## config.mk

```make
export PLATFORM = sky130hd
export DESIGN_NAME = retire_fifo
export DESIGN_NICKNAME = d
export VERILOG_FILES = /design/src/rtl/riscv_trace_pkg.sv /design/src/rtl/retire_fifo.sv
export SDC_FILE = /design/constraint.sdc
export NUM_CORES = 1
export LEC_CHECK = 0
export CORE_UTILIZATION = 55
export CTS_BUF_LIST = sky130_fd_sc_hd__clkbuf_8
export DETAILED_ROUTE_END_ITERATION = 7
export PLACE_DENSITY = 0.71
export SLEW_MARGIN = 25
export SYNTH_ARGS = -nofsm -noshare
export SYNTH_HDL_FRONTEND = slang
export SYNTH_SLANG_ARGS = --single-unit
```

## constraint.sdc

```tcl
create_clock -name clk -period 9.3 [get_ports clk]
set_input_delay 1.86 -clock clk [delete_from_list [all_inputs] [get_ports clk]]
set_output_delay 1.86 -clock clk [all_outputs]
set_load 0.01 [all_outputs]
```

## src/rtl/riscv_trace_pkg.sv

```systemverilog
// rtl/riscv_trace_pkg.sv - retirement record types, checker states and compare helpers
package riscv_trace_pkg;

    typedef enum logic [1:0] {
        NONE = 2'd0,
        REG  = 2'd1,
        MEM  = 2'd2
    } retire_kind_t;

    typedef struct packed {
        logic [31:0]  pc;
        retire_kind_t kind;
        logic [4:0]   rd;
        logic [31:0]  value;
        logic [31:0]  addr;
        logic         finish;
    } retire_rec_t;

    typedef enum logic [1:0] {
        ST_RUN  = 2'd0,
        ST_DONE = 2'd1,
        ST_FAIL = 2'd2
    } check_state_t;

    // A write to x0 has no architectural effect, so it compares like NONE.
    function automatic retire_rec_t normalize(input retire_rec_t rec);
        retire_rec_t n;
        n = rec;
        if (rec.kind == REG && rec.rd == 5'd0) begin
            n.kind = NONE;
        end
        return n;
    endfunction

    function automatic logic recordsMatch(input retire_rec_t actual, input retire_rec_t golden);
        logic ok;
        ok = (actual.pc == golden.pc) && (actual.kind == golden.kind)
             && (actual.finish == golden.finish);
        case (actual.kind)
            REG:     ok = ok && (actual.rd == golden.rd) && (actual.value == golden.value);
            MEM:     ok = ok && (actual.addr == golden.addr) && (actual.value == golden.value);
            default: ok = ok;
        endcase
        return ok;
    endfunction

endpackage

```

## src/rtl/retire_fifo.sv

```systemverilog
// rtl/retire_fifo.sv - synchronous FIFO of retirement records with wrap-bit pointers
module retire_fifo
    import riscv_trace_pkg::*;
#(
    parameter int DEPTH = 8,
    localparam int AW = $clog2(DEPTH)
) (
    input  logic          clk,
    input  logic          reset,
    input  logic          push,
    input  retire_rec_t   pushRec,
    input  logic          pop,
    output logic          full,
    output logic          empty,
    output retire_rec_t   head,
    output logic [AW:0]   count
);

    retire_rec_t mem [DEPTH];
    logic [AW:0] wrPtr;
    logic [AW:0] rdPtr;

    always_ff @(posedge clk or posedge reset) begin
        if (reset) begin
            wrPtr <= '0;
            rdPtr <= '0;
        end else begin
            if (push) begin
                wrPtr <= wrPtr + 1'b1;
            end
            if (pop) begin
                rdPtr <= rdPtr + 1'b1;
            end
        end
    end

    // Writing while full is only requested together with a pop, so the
    // overwritten slot is the head that leaves at this same edge.
    always_ff @(posedge clk) begin
        if (push) begin
            mem[wrPtr[AW-1:0]] <= pushRec;
        end
    end

    assign count = wrPtr - rdPtr;
    assign empty = (wrPtr == rdPtr);
    assign full  = (wrPtr[AW] != rdPtr[AW]) && (wrPtr[AW-1:0] == rdPtr[AW-1:0]);
    assign head  = mem[rdPtr[AW-1:0]];

endmodule

```

==> results.yml <==
# yosys + openroad results
status:
  status: "finished, final reports clean"
clock_tree:
  post_cts_resized: 0
  cts_tree: "done"
  root_buffer: "clkbuf_8"
  hold_buffers: 0
  cts.sinks: 840
  clock_latency_ns: 0.77
  htreeDepth: 4
  clk_path_buf_depth: 3
  cts_buffers: 136
  clkTransAtPathRegs_ns: 0.06
  cts_setup_buffers: 0
global_routing:
  track_usage: 0.221
  grt_pass1_wl_um: 95200
  first_global_vias: 16100
  grt_max_degree: 98
  grt_overflow: 0
  antenna_found_initial: 8
worst_setup_path:
  cp.required_ns: 7.44
  start_kind: "register"
  path_buffers: 3
  endpoint_kind: "output pin"
  arrival_ns: 4.06
  critPathKind: "register to output pin"
  path_common_cell: "nand2_1"
  crit_fanout: 63
  cpPeakStageDelay_ns: 0.81
  critPathTopFamily: "buffers and inverters"
  critical_path.slowest_cell: "inv_4"
  crit_chain: "inv_4 -> buf_4 -> nand2_1 -> nand2_1 -> clkdlybuf4s50_1"
timing:
  max_freq_mhz: 169
  tightest_slew_ns: 1.00
  layout_worst_path_cycle_share: 0.636
  slew_headroom: 0.329
  hold_ws_ns: 0.486
  fin_setup_tns_ns: 0
  hold_viol: 0
  maxSlewViolCount: 0
  layout_setup_ws_ns: 3.38
  rsz0062_at_grt: "no"
  period_needed_ns: 5.92
  setup_viol: 0
  finalClockSkew_ns: 0.0211
place:
  dpl.hpwl_um: 32000
  gp_congestion: 0.716
  dp.cells: 2405
  dp_slack_ns: 4.07
  place_area_um2: 34800
detailed_routing:
  ant_nets: 0
  routedWlPerCell_um: 23.6
  drc: 0
  dr.pass1.iters: 7
  drt-initial-drc-count: 1135
  via_per_inst: 5.66
final_layout:
  fin_cells: 2642
  nets: 1901
  final_cell_area_um2: 37100
  final_util: 0.655
  drive_gt1_frac: 0.215
  lay_top_count: "edfxtp_1"
  mostFrequentLayoutCells: "832 x edfxtp_1, 321 x nand2_1, 217 x clkdlybuf4s50_1"
  nFillCells: 3769
  area_growth_pct: 16.8
floorplanning:
  core_area_um2: 56700
  pin_count: 218
  core.rowCount: 87
  die-area_um2: 58800
  fp_util: 0.560
flow_run:
  warnings: 26
  maxCapViolCount: 0
yosys:
  synth_seq_share: 0.792
  avgSynthCellArea_um2: 21.5
  synth_flops: 840
  yosys_area_um2: 31800
  synth_area_um2: 31800
  ys_cells: 1478
  yosys_warnings: 0
  syn_nets: 1592
  syn_inst: 1478
  synth_cell_types: 24
power:
  total_power_mw: 11.5
  power_density_nw_per_um2: 311
  ir_worst_vdd_uv: 188
  power.leakage_nw: 12.4
worst_hold_path:
  worstHoldPathType: "register to register"
-- layout make-up --
| cell class | count | area, um^2 | area share |
|---|---|---|---|
| Timing Repair Buffer | 241 | 2400 | 0.0647 |
| Inverter | 7 | 28.8 | 0.000775 |
| Antenna cell | 3 | 7.51 | 0.000202 |
| Sequential cell | 840 | 25200 | 0.679 |
| Clock buffer | 141 | 1940 | 0.0523 |
| Clock inverter | 93 | 399 | 0.0108 |
| Tap cell | 756 | 946 | 0.0255 |
| Multi-Input combinational cell | 561 | 6200 | 0.167 |
-- layer usage --
| layer | share of wire | global-route usage | vias up |
|---|---|---|---|
| li1 | - | - | 6575 |
| met1 | 0.42 | 0.292 | 7851 |
| met2 | 0.50 | 0.357 | 422 |
| met3 | 0.063 | 0.0586 | 105 |
| met4 | 0.021 | 0.0823 | 12 |
| met5 | 0.0013 | 0 | - |
-- cells by family (layout without fill, tap and decap cells) --
kind of cell,count (synthesis),after routing,synth area share
adders and majority gates,6,6,0.00260
xor gates and xnor gates,9,9,0.00248
buffers and inverters,77,482,0.0147
AOI/OAI and AO/OA,3,3,0.000472
other,0,3,0
muxes,208,208,0.147
and+or+nand+nor,335,335,0.0400
DFF,840,840,0.792
-- Yosys cell counts, drive strengths merged --
| master | count | area share |
|---|---|---|
| nor3 | 2 | 0.00031 |
| mux4 | 208 | 0.15 |
| buf | 46 | 0.011 |
| inv | 7 | 0.00083 |
| xnor2 | 5 | 0.0014 |
| a21oi | 1 | 0.00016 |
| xor2 | 4 | 0.0011 |
| nand2b | 1 | 0.00020 |
| nand2 | 321 | 0.038 |
| nor2 | 7 | 0.00083 |
| edfxtp | 832 | 0.79 |
| nor2b | 1 | 0.00020 |
| o21ai | 2 | 0.00031 |
| dfrtp | 8 | 0.0063 |
| nand4 | 1 | 0.00020 |
| fa | 1 | 0.00063 |
| clkbuf | 24 | 0.0028 |
| nand3 | 1 | 0.00016 |
| nand3b | 1 | 0.00024 |
| ha | 5 | 0.0020 |
-- power breakdown --
part	switching, mW	leakage, nW	internal [mW]
logic	1.95	3.37	1.88
clock network	1.36	1.35	1.40
registers	0.220	7.65	4.75
total	3.53	12.4	8.02
-- flip-flops by register name, indices dropped and copies added, names as in the netlist --
name / cells
wrPtr: 4
mem: 832
rdPtr: 4
-- worst paths after layout --
check,from,to,slack (ns),cells after the start
hold / removal,wrPtr[3],wrPtr[3],0.49,1
setup / recovery,rdPtr[1],head[54],3.38,5
setup reg to reg,wrPtr[1],mem[5][73],6.24,5
max in group asynchronous,reset,rdPtr[0],7.67,2
hold reg to reg,wrPtr[3],wrPtr[3],0.49,1
min in group asynchronous,reset,wrPtr[0],1.35,2
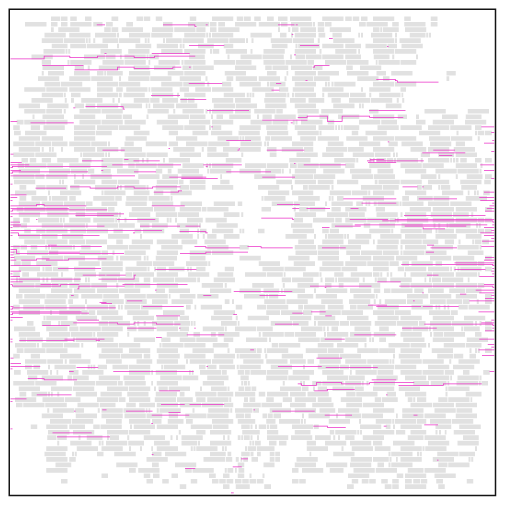
*Met3 routing*
Scale: 2 px per um. Cells faint in the background.
The layer carries 3930 um of wire. The wires run mostly horizontal. 166 nets have wire on it. The longest straight run is 75.4 um.
Vias: 15000
Routed WL: 62500 um

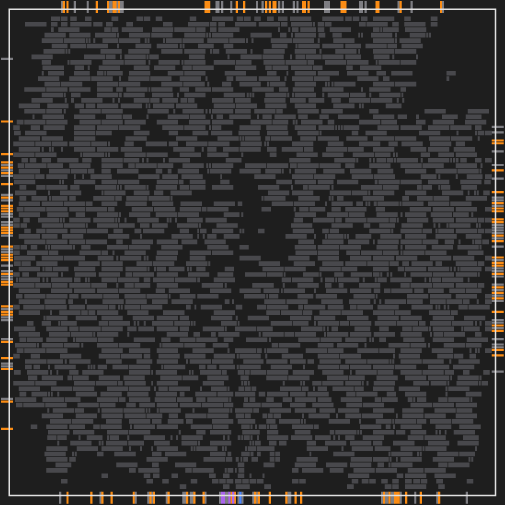
*Ports around the boundary*
Scale: 2 px per um. Pins as bars across the die edge, other pins in gray.
Purple marks count, pins 4, direction output, edge bottom. Orange marks pushRec, pins 104, direction input, edge 28 left, 27 bottom, 26 top, 23 right. Blue marks pop, pins 1, direction input, edge bottom.
All pins by edge: 61 bottom, 53 top, 52 left, 52 right.
Die Y: 242 um
# port buffers: 217
Die W: 242 um

No activity file was given, so power comes from the tool's default toggle rates.
